**config.mk**
```make
export PLATFORM = sky130hd
export DESIGN_NAME = scpad_dram_row_beats
export DESIGN_NICKNAME = d
export VERILOG_FILES = /design/src/rtl/scpad_dram_row_beats.sv
export SDC_FILE = /design/constraint.sdc
export NUM_CORES = 2
export LEC_CHECK = 0
export CAP_MARGIN = 10
export CORE_AREA = 3 3 500 502
export DETAILED_ROUTE_END_ITERATION = 16
export DIE_AREA = 0 0 503 505
export PLACE_DENSITY = 0.39
export RECOVER_POWER = 100
export SKIP_CTS_REPAIR_TIMING = 1
export SYNTH_ARGS = -nofsm -noshare
export SYNTH_HDL_FRONTEND = slang
export SYNTH_SLANG_ARGS = --single-unit
```
**constraint.sdc**
```tcl
create_clock -name CLK -period 4.21 [get_ports CLK]
set_input_delay 0.842 -clock CLK [delete_from_list [all_inputs] [get_ports CLK]]
set_output_delay 0.842 -clock CLK [all_outputs]
set_load 0.1 [all_outputs]
```
**src/rtl/scpad_dram_row_beats.sv**
```systemverilog
// scpad_dram_row_beats
//   Splits one scratchpad row transfer into DRAM-bus-sized beats and reassembles
//   read responses (which may return in any order) back into a row.
//
//   Ports
//     CLK, nRST                    clock, asynchronous active-low reset
//     row_*                        row request from the scratchpad backend (valid/ready)
//     dram_req_*                   one beat per handshake towards the DRAM controller
//     dram_res_*                   response strobe (no backpressure), ID = {tag, beat}
//     done_*                       one-cycle completion pulse with the assembled row
//     err                          sticky flag for any response that does not fit
//                                  the row in flight
module scpad_dram_row_beats #(
  parameter int ELEM_BITS       = 16,
  parameter int NUM_COLS        = 32,
  parameter int BUS_BITS        = 64,
  parameter int DRAM_ADDR_WIDTH = 32,
  parameter int DRAM_ID_WIDTH   = 8,
  localparam int EPB            = BUS_BITS / ELEM_BITS,
  localparam int NUM_BEATS      = NUM_COLS / EPB,
  localparam int BEAT_W         = (NUM_BEATS > 1) ? $clog2(NUM_BEATS) : 1,
  localparam int COL_W          = $clog2(NUM_COLS),
  localparam int TAG_W          = DRAM_ID_WIDTH - BEAT_W
) (
  input  logic                          CLK,
  input  logic                          nRST,
  input  logic                          row_valid,
  output logic                          row_ready,
  input  logic                          row_write,
  input  logic [DRAM_ADDR_WIDTH-1:0]    row_addr,
  input  logic [COL_W-1:0]              row_num_cols,
  input  logic [TAG_W-1:0]              row_tag,
  input  logic [NUM_COLS*ELEM_BITS-1:0] row_wdata,
  output logic                          dram_req_valid,
  input  logic                          dram_req_ready,
  output logic                          dram_req_write,
  output logic [DRAM_ID_WIDTH-1:0]      dram_req_id,
  output logic [DRAM_ADDR_WIDTH-1:0]    dram_req_addr,
  output logic [EPB-1:0]                dram_req_mask,
  output logic [BUS_BITS-1:0]           dram_req_wdata,
  input  logic                          dram_res_valid,
  input  logic                          dram_res_write,
  input  logic [DRAM_ID_WIDTH-1:0]      dram_res_id,
  input  logic [BUS_BITS-1:0]           dram_res_rdata,
  output logic                          done_valid,
  output logic                          done_write,
  output logic [TAG_W-1:0]              done_tag,
  output logic [NUM_COLS*ELEM_BITS-1:0] done_rdata,
  output logic [NUM_COLS-1:0]           done_mask,
  output logic                          err
);

  localparam int NW         = COL_W + 1;   // holds n in 1..NUM_COLS
  localparam int BW         = BEAT_W + 1;  // holds beat counts in 0..NUM_BEATS
  localparam int RB         = 1 << BEAT_W; // one received bit per encodable beat index
  localparam int ROW_BITS   = NUM_COLS * ELEM_BITS;
  localparam int LOG_EPB    = $clog2(EPB);
  localparam int BEAT_BYTES = BUS_BITS / 8;

  typedef enum logic [1:0] {S_IDLE, S_ISSUE, S_WAIT, S_DONE} state_e;

  state_e                     state_q, state_d;
  logic                       write_q, write_d;
  logic [TAG_W-1:0]           tag_q, tag_d;
  logic [DRAM_ADDR_WIDTH-1:0] addr_q, addr_d;
  logic [NW-1:0]              n_q, n_d;
  logic [BW-1:0]              nb_q, nb_d;
  logic [BW-1:0]              b_q, b_d;
  logic [ROW_BITS-1:0]        wdata_q, wdata_d;
  logic [ROW_BITS-1:0]        rdata_q, rdata_d;
  logic [RB-1:0]              rcvd_q, rcvd_d;
  logic                       err_q, err_d;

  logic [NW-1:0]              n_round;
  logic [BEAT_W-1:0]          res_idx;
  logic [TAG_W-1:0]           res_tag;
  logic                       res_ok;
  logic [BUS_BITS-1:0]        res_masked;
  logic [RB-1:0]              need_mask;

  assign res_idx   = dram_res_id[BEAT_W-1:0];
  assign res_tag   = dram_res_id[DRAM_ID_WIDTH-1:BEAT_W];
  assign res_ok    = (res_tag == tag_q) && ({1'b0, res_idx} < nb_q) &&
                     (dram_res_write == write_q) && !rcvd_q[res_idx];
  // Low nb bits set; wraps to all-ones when nb equals RB.
  assign need_mask = (RB'(1) << nb_q) - RB'(1);

  // Read data for elements past the row's active length is zeroed before storing.
  always_comb begin
    res_masked = dram_res_rdata;
    for (int e = 0; e < EPB; e++) begin
      if (int'(res_idx) * EPB + e >= int'(n_q)) res_masked[e*ELEM_BITS +: ELEM_BITS] = '0;
    end
  end

  always_comb begin
    // NOTE: every variable gets its hold value first so no branch leaves one
    // unassigned, which would otherwise infer a latch.
    state_d = state_q;
    write_d = write_q;
    tag_d   = tag_q;
    addr_d  = addr_q;
    n_d     = n_q;
    nb_d    = nb_q;
    b_d     = b_q;
    wdata_d = wdata_q;
    rdata_d = rdata_q;
    rcvd_d  = rcvd_q;
    err_d   = err_q;
    n_round = '0;

    unique case (state_q)
      S_IDLE: begin
        if (dram_res_valid) err_d = 1'b1;
        if (row_valid) begin
          write_d = row_write;
          tag_d   = row_tag;
          addr_d  = row_addr;
          wdata_d = row_wdata;
          n_d     = (row_num_cols == '0) ? NW'(NUM_COLS) : {1'b0, row_num_cols};
          n_round = n_d + NW'(EPB - 1);
          nb_d    = BW'(n_round >> LOG_EPB);
          b_d     = '0;
          rdata_d = '0;
          rcvd_d  = '0;
          state_d = S_ISSUE;
        end
      end

      S_ISSUE, S_WAIT: begin
        if (state_q == S_ISSUE && dram_req_ready) begin
          b_d = b_q + BW'(1);
          if (b_q == nb_q - BW'(1)) state_d = S_WAIT;
        end
        if (dram_res_valid) begin
          if (res_ok) begin
            rcvd_d[res_idx] = 1'b1;
            if (!write_q) rdata_d[int'(res_idx)*BUS_BITS +: BUS_BITS] = res_masked;
          end else begin
            err_d = 1'b1;
          end
        end
        // Completion wins even if issue is still in progress.
        if ((rcvd_d & need_mask) == need_mask) state_d = S_DONE;
      end

      S_DONE: begin
        if (dram_res_valid) err_d = 1'b1;
        state_d = S_IDLE;
      end

      default: state_d = S_IDLE;
    endcase
  end

  always_comb begin
    row_ready      = (state_q == S_IDLE);
    dram_req_valid = 1'b0;
    dram_req_write = 1'b0;
    dram_req_id    = '0;
    dram_req_addr  = '0;
    dram_req_mask  = '0;
    dram_req_wdata = '0;
    done_valid     = 1'b0;
    done_write     = 1'b0;
    done_tag       = '0;
    done_rdata     = '0;
    done_mask      = '0;
    err            = err_q;

    if (state_q == S_ISSUE) begin
      dram_req_valid = 1'b1;
      dram_req_write = write_q;
      dram_req_id    = {tag_q, b_q[BEAT_W-1:0]};
      dram_req_addr  = addr_q + DRAM_ADDR_WIDTH'(b_q) * DRAM_ADDR_WIDTH'(BEAT_BYTES);
      for (int e = 0; e < EPB; e++) dram_req_mask[e] = (int'(b_q) * EPB + e) < int'(n_q);
      if (write_q) dram_req_wdata = wdata_q[int'(b_q[BEAT_W-1:0])*BUS_BITS +: BUS_BITS];
    end

    if (state_q == S_DONE) begin
      done_valid = 1'b1;
      done_write = write_q;
      done_tag   = tag_q;
      done_rdata = write_q ? '0 : rdata_q;
      for (int i = 0; i < NUM_COLS; i++) done_mask[i] = i < int'(n_q);
    end
  end

  always_ff @(posedge CLK or negedge nRST) begin
    if (!nRST) begin
      state_q <= S_IDLE;
      write_q <= 1'b0;
      tag_q   <= '0;
      addr_q  <= '0;
      n_q     <= '0;
      nb_q    <= '0;
      b_q     <= '0;
      // NOTE: the row buffers are plain flops, not a RAM, so they can and do get
      // cleared here; that keeps every data output a defined zero out of reset.
      wdata_q <= '0;
      rdata_q <= '0;
      rcvd_q  <= '0;
      err_q   <= 1'b0;
    end else begin
      // NOTE: non-blocking assignments so every flop samples pre-edge values
      // regardless of statement order.
      state_q <= state_d;
      write_q <= write_d;
      tag_q   <= tag_d;
      addr_q  <= addr_d;
      n_q     <= n_d;
      nb_q    <= nb_d;
      b_q     <= b_d;
      wdata_q <= wdata_d;
      rdata_q <= rdata_d;
      rcvd_q  <= rcvd_d;
      err_q   <= err_d;
    end
  end

endmodule

```
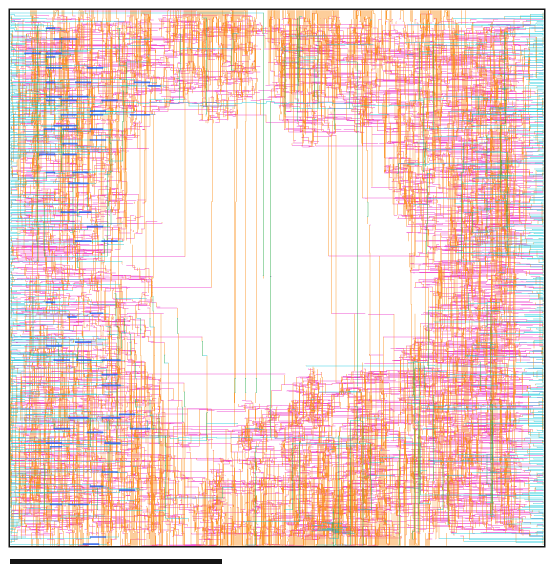
Figure 1: wiring by layer.
Scale bar: 200 µm.
met3: marked cyan, wire length 21.7 mm. met4: marked green, wire length 5890 µm. met1: marked magenta, wire length 99.7 mm. met5: marked blue, wire length 818 µm. met2: marked orange, wire length 116 mm.

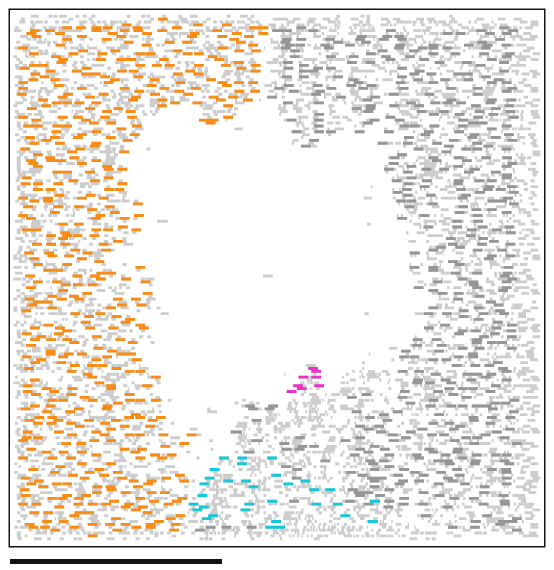
Figure 2: sequential cells coloured by netlist name.
Scale bar: 200 µm. Other sequential cells in the stronger grey, the rest of the logic in the fainter grey.
`wdata_q`: marked orange, flops 512. `addr_q`: marked cyan, flops 32, where bottom middle. `rcvd_q`: marked magenta, flops 8.
Another 535 sequential cells are not coloured.

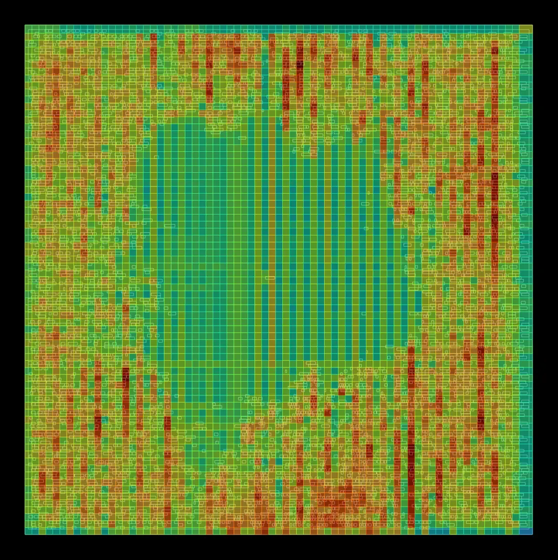
Figure 3: track usage over the die.
WL per Instance: 28.9 µm
met2 routing resource usage after global routing: 0.309
GR Util met1: 0.229
met3 usage in global routing: 0.0730

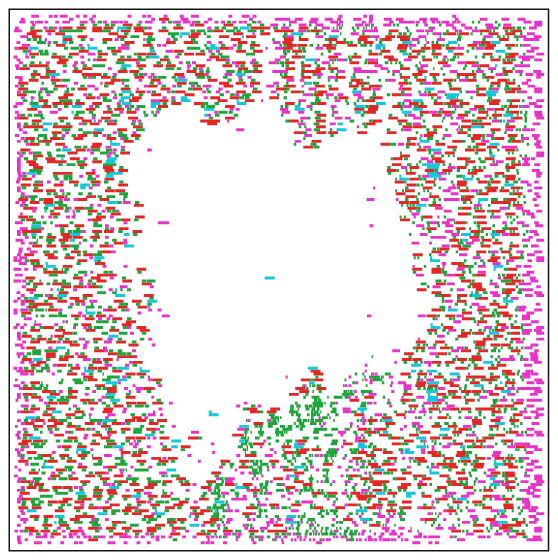
Figure 4: cell classes on the final placement.
all other logic: marked green, cells 2417. clock drivers and dummy loads: marked cyan, cells 251. flip-flops: marked red, cells 1087. other buffers and delay cells: marked magenta, cells 1448.

==> tab_implementation.tex <==
% Synthesis and place-and-route results
\begin{tabular}{lr}
\hline
Metric & Value \\
\hline
\multicolumn{2}{l}{\textbf{Outcome}} \\
Violations in the final reports & max-capacitance violations, max-slew violations \\
Status & finished with violations \\
\multicolumn{2}{l}{\textbf{Drt}} \\
Via density per instance & 4.49 \\
DRC marker count from the first detailed-route iteration & 2116 \\
Sum of routed wire length over all layers & 244000 µm \\
Residual antenna-violating net count after detailed routing & 0 \\
Via Count & 37924 \\
Drt first pass iters & 4 \\
Number of design rule violations left after detail routing & 0 \\
\multicolumn{2}{l}{\textbf{Critical path}} \\
Worst Path Arrival & 3.33 ns \\
Startpoint of the most critical register-to-register path & nb\_q[2] \\
Crit path required time & 3.37 ns \\
Maximum fanout encountered on the critical timing path & 9 \\
Worst reg2reg path endpoint & rdata\_q[52] \\
Worst Reg-to-Reg Cells & 9 \\
Standard cell with the maximum stage delay on the critical path & sky130\_fd\_sc\_hd\_\_dfrtp\_1 \\
Delay of the slowest critical-path stage & 0.53 ns \\
R2R Setup Slk & 0.13 ns \\
Kind of critical path & flop to primary output \\
Endpoint kind of the worst setup timing path & primary output \\
Cells along the critical path & clkinvlp\_2, ha\_1, a21o\_1, a21oi\_2, o21a\_1, a31o\_2, buf\_12 \\
Nature of the critical path startpoint & flop \\
\multicolumn{2}{l}{\textbf{Min path}} \\
Hold Crit Start & err \\
Worst Hold Endpoint & err \\
Cells on Worst Hold Path & 1 \\
Path type of the worst min-delay path & flop to flop \\
\multicolumn{2}{l}{\textbf{Timing}} \\
Slew headroom & -0.831 \\
Worst Skew & 0.0267 ns \\
Unrepaired setup endpoints after global routing & yes \\
Endpoints failing hold & 0 \\
Minimum period implied by the final worst setup slack & 4.17 ns \\
Max-slew violation count & 578 \\
Max Clk Rate & 240 MHz \\
Number of setup violations in the final report & 0 \\
Final period util & 0.991 \\
Actual slew at the worst max-slew pin & 2.75 ns \\
\multicolumn{2}{l}{\textbf{Logic synthesis}} \\
Share of flip-flops with an asynchronous set or reset after synthesis & 1.00 \\
Total nets after synthesis & 4468 \\
Yosys stat area & 49900 µm² \\
Share of the synthesized area in the top cell type & 0.546 \\
Post-synthesis instance area & 49900 µm² \\
Count of library flops with an enable pin & 0 \\
Largest family of logic cells by area & multiplexers \\
Cell type with the highest aggregate area in the netlist & sky130\_fd\_sc\_hd\_\_dfrtp\_1 \\
AO/OA Area Share & 0.108 \\
Share of synthesized area spent on multiplexers & 0.197 \\
Top FF cell, synth & sky130\_fd\_sc\_hd\_\_dfrtp\_1 \\
Sequential element share of the synthesized area & 0.546 \\
Synthesis warning total & 0 \\
Main area contributors & sky130\_fd\_sc\_hd\_\_dfrtp\_1, sky130\_fd\_sc\_hd\_\_mux2\_2, sky130\_fd\_sc\_hd\_\_o2bb2ai\_1, sky130\_fd\_sc\_hd\_\_and2\_1, sky130\_fd\_sc\_hd\_\_mux4\_2 \\
Library cells used by synthesis & 76 \\
Number of instances in the synthesized netlist & 3807 \\
XOR/XNOR Area Share & 0.00685 \\
Synthesized-area fraction occupied by adder cells & 0.00718 \\
AND/OR/NAND/NOR Cells, Area Fraction & 0.107 \\
Number of synthesized register bits & 1087 \\
Post-synthesis cell count from yosys & 3807 \\
Average instance area after synthesis & 13.1 µm² \\
\multicolumn{2}{l}{\textbf{Floorplan}} \\
Std-Cell Rows & 182 \\
Top-level port count & 1296 \\
Horizontal die dimension & 503 µm \\
Chip area & 254000 µm² \\
Core utilization at floorplan & 0.203 \\
Die y size & 505 µm \\
Core box area & 246000 µm² \\
\multicolumn{2}{l}{\textbf{Layout}} \\
Final Non-Filler Cells & 8448 \\
Area growth, synth to finish & 51.9\% \\
Number of nets at the end of the flow & 5754 \\
Ratio of cells with drive above 1 in the final layout & 0.344 \\
Final standard cell area without fillers & 75700 µm² \\
\multicolumn{2}{l}{\textbf{CTS}} \\
Clock Root Buffer & sky130\_fd\_sc\_hd\_\_clkbuf\_16 \\
Maximum root-to-sink buffer count & 3 \\
Post-CTS clock slew at the launch and capture registers of the worst setup and hold paths & 0.06 ns \\
Number of buffers added by the clock tree synthesis step & 139 \\
Later-pin clock latency in the skew report & 0.80 ns \\
H-tree level count & 4 \\
TritonCTS clock tree & yes \\
Total number of clock tree sinks & 1087 \\
\multicolumn{2}{l}{\textbf{Global route}} \\
GRT Residual Overflow & 0 \\
Maximum number of pins on one net before global-route repair & 127 \\
Global-route wire length before repair & 337000 µm \\
GRT Max-Usage Layer & met2 \\
Initial antenna violation count & 127 \\
Global router's overall resource usage & 0.187 \\
Vias in the first global route & 39975 \\
\multicolumn{2}{l}{\textbf{Placed design}} \\
RePlAce Congestion & 0.814 \\
Number of placed instances with taps included & 8171 \\
Placement Cell Area & 72700 µm² \\
HPWL after detailed placement & 183000 µm \\
Number of buffers inserted by port buffering & 1295 \\
\multicolumn{2}{l}{\textbf{Pwr}} \\
Leakage power summed over all cells & 31.0 nW \\
Overall power after layout & 49.2 mW \\
Worst IR drop on VDD & 565 µV \\
Power density over the cells & 649 nW/µm² \\
\multicolumn{2}{l}{\textbf{Job}} \\
Max capacitance violation total & 9 \\
Stage-log warning count & 45 \\
\hline
\end{tabular}
cells in the mapped netlist (all sizes together), types with 5 or more instances:
library cell	n
a21boi	15
a21o	9
a21oi	23
and2	561
buf	78
clkbuf	225
dfrtp	1087
ha	27
inv	25
mux2	557
mux2i	68
mux4	128
nand2	114
nand2b	6
nand3	78
nand3b	5
nand4	16
nor2	89
nor2b	7
nor3	18
nor3b	5
nor4	10
o21a	11
o21ai	95
o22ai	7
o2bb2ai	447
or3	6
xnor2	9
xor2	30
power breakdown:
group          internal, mW  leakage [nW]  total (mW)  switching [mW]
combinational          8.28          14.8        21.5            13.2
clock                  7.17          2.26        12.3            5.13
sequential             13.3          13.9        15.4            2.04
total                  28.8          31.0        49.2            20.4
layer usage:
| layer | vias up | wire length, µm |
|---|---|---|
| met5 | - | 817 |
| met4 | 124 | 5890 |
| met3 | 426 | 21700 |
| met2 | 1324 | 116000 |
| met1 | 19626 | 99700 |
| li1 | 16424 | - |
critical path: cells and delay by family, from the launching register on:
| family | cells | cell delay [ns] |
|---|---|---|
| AND-OR/OR-AND | 4 | 0.87 |
| adder cells (fa/ha/maj) | 1 | 0.46 |
| buffers and inverters | 2 | 0.67 |
| flip-flops | 1 | 0.53 |
stage by stage:
stage          setup TNS, ns  utilization  setup WS (ns)  hold slack, ns
2_1_floorplan          -2.02            -         -0.673           0.448
3_3_place_gp               0        0.296          0.372           0.454
3_5_place_dp               0        0.296          0.336           0.463
4_1_cts               -0.922        0.315         -0.144           0.146
5_1_grt                -6.54        0.308        -0.0981           0.490
6_report                   0        0.308         0.0391           0.469
worst max-delay path by stage:
stage | start | slack [ns] | cells past startpoint | to
finish | n_q[4] | 0.04 | 7 | dram_req_mask[0]
global route | n_q[4] | -0.1 | 7 | dram_req_mask[0]
CTS | addr_q[11] | -0.14 | 7 | dram_req_addr[31]
detailed placement | dram_res_id[1] | 0.34 | 10 | rdata_q[188]
global placement | dram_res_id[1] | 0.37 | 10 | rdata_q[190]
floorplan | state_q[1] | -0.67 | 5 | dram_req_addr[10]
area by class of cell:
class,count,area [µm²]
fillers,24969,170000
flip-flops and latches,1087,27200
well taps,3220,4030
multi-input cells,2391,21300
inverters,26,98.8
clock buffers,217,4130
clock inverters,34,558
repair buffers,1448,18300
diodes,25,62.6
cell usage in the layout, fill, tap and decap left out, types with 78 or more instances in the layout:
master and instances:
sky130_fd_sc_hd__and2_0 348, sky130_fd_sc_hd__and2_1 213, sky130_fd_sc_hd__buf_12 452, sky130_fd_sc_hd__buf_4 122, sky130_fd_sc_hd__clkbuf_16 142, sky130_fd_sc_hd__clkdlybuf4s50_1 631, sky130_fd_sc_hd__dfrtp_1 1083, sky130_fd_sc_hd__mux2_2 556
sky130_fd_sc_hd__mux4_2 128, sky130_fd_sc_hd__nand2_1 109, sky130_fd_sc_hd__nand3_1 78, sky130_fd_sc_hd__o21ai_0 88, sky130_fd_sc_hd__o2bb2ai_1 420
registers in the layout, indices dropped and copies added, names as in the netlist:
name	flops
rdata_q	512
tag_q	5
nb_q	4
wdata_q	512
b_q	4
state_q	2
write_q	1
n_q	6
rcvd_q	8
err	1
addr_q	32
Power is estimated from default activity; no workload was simulated.
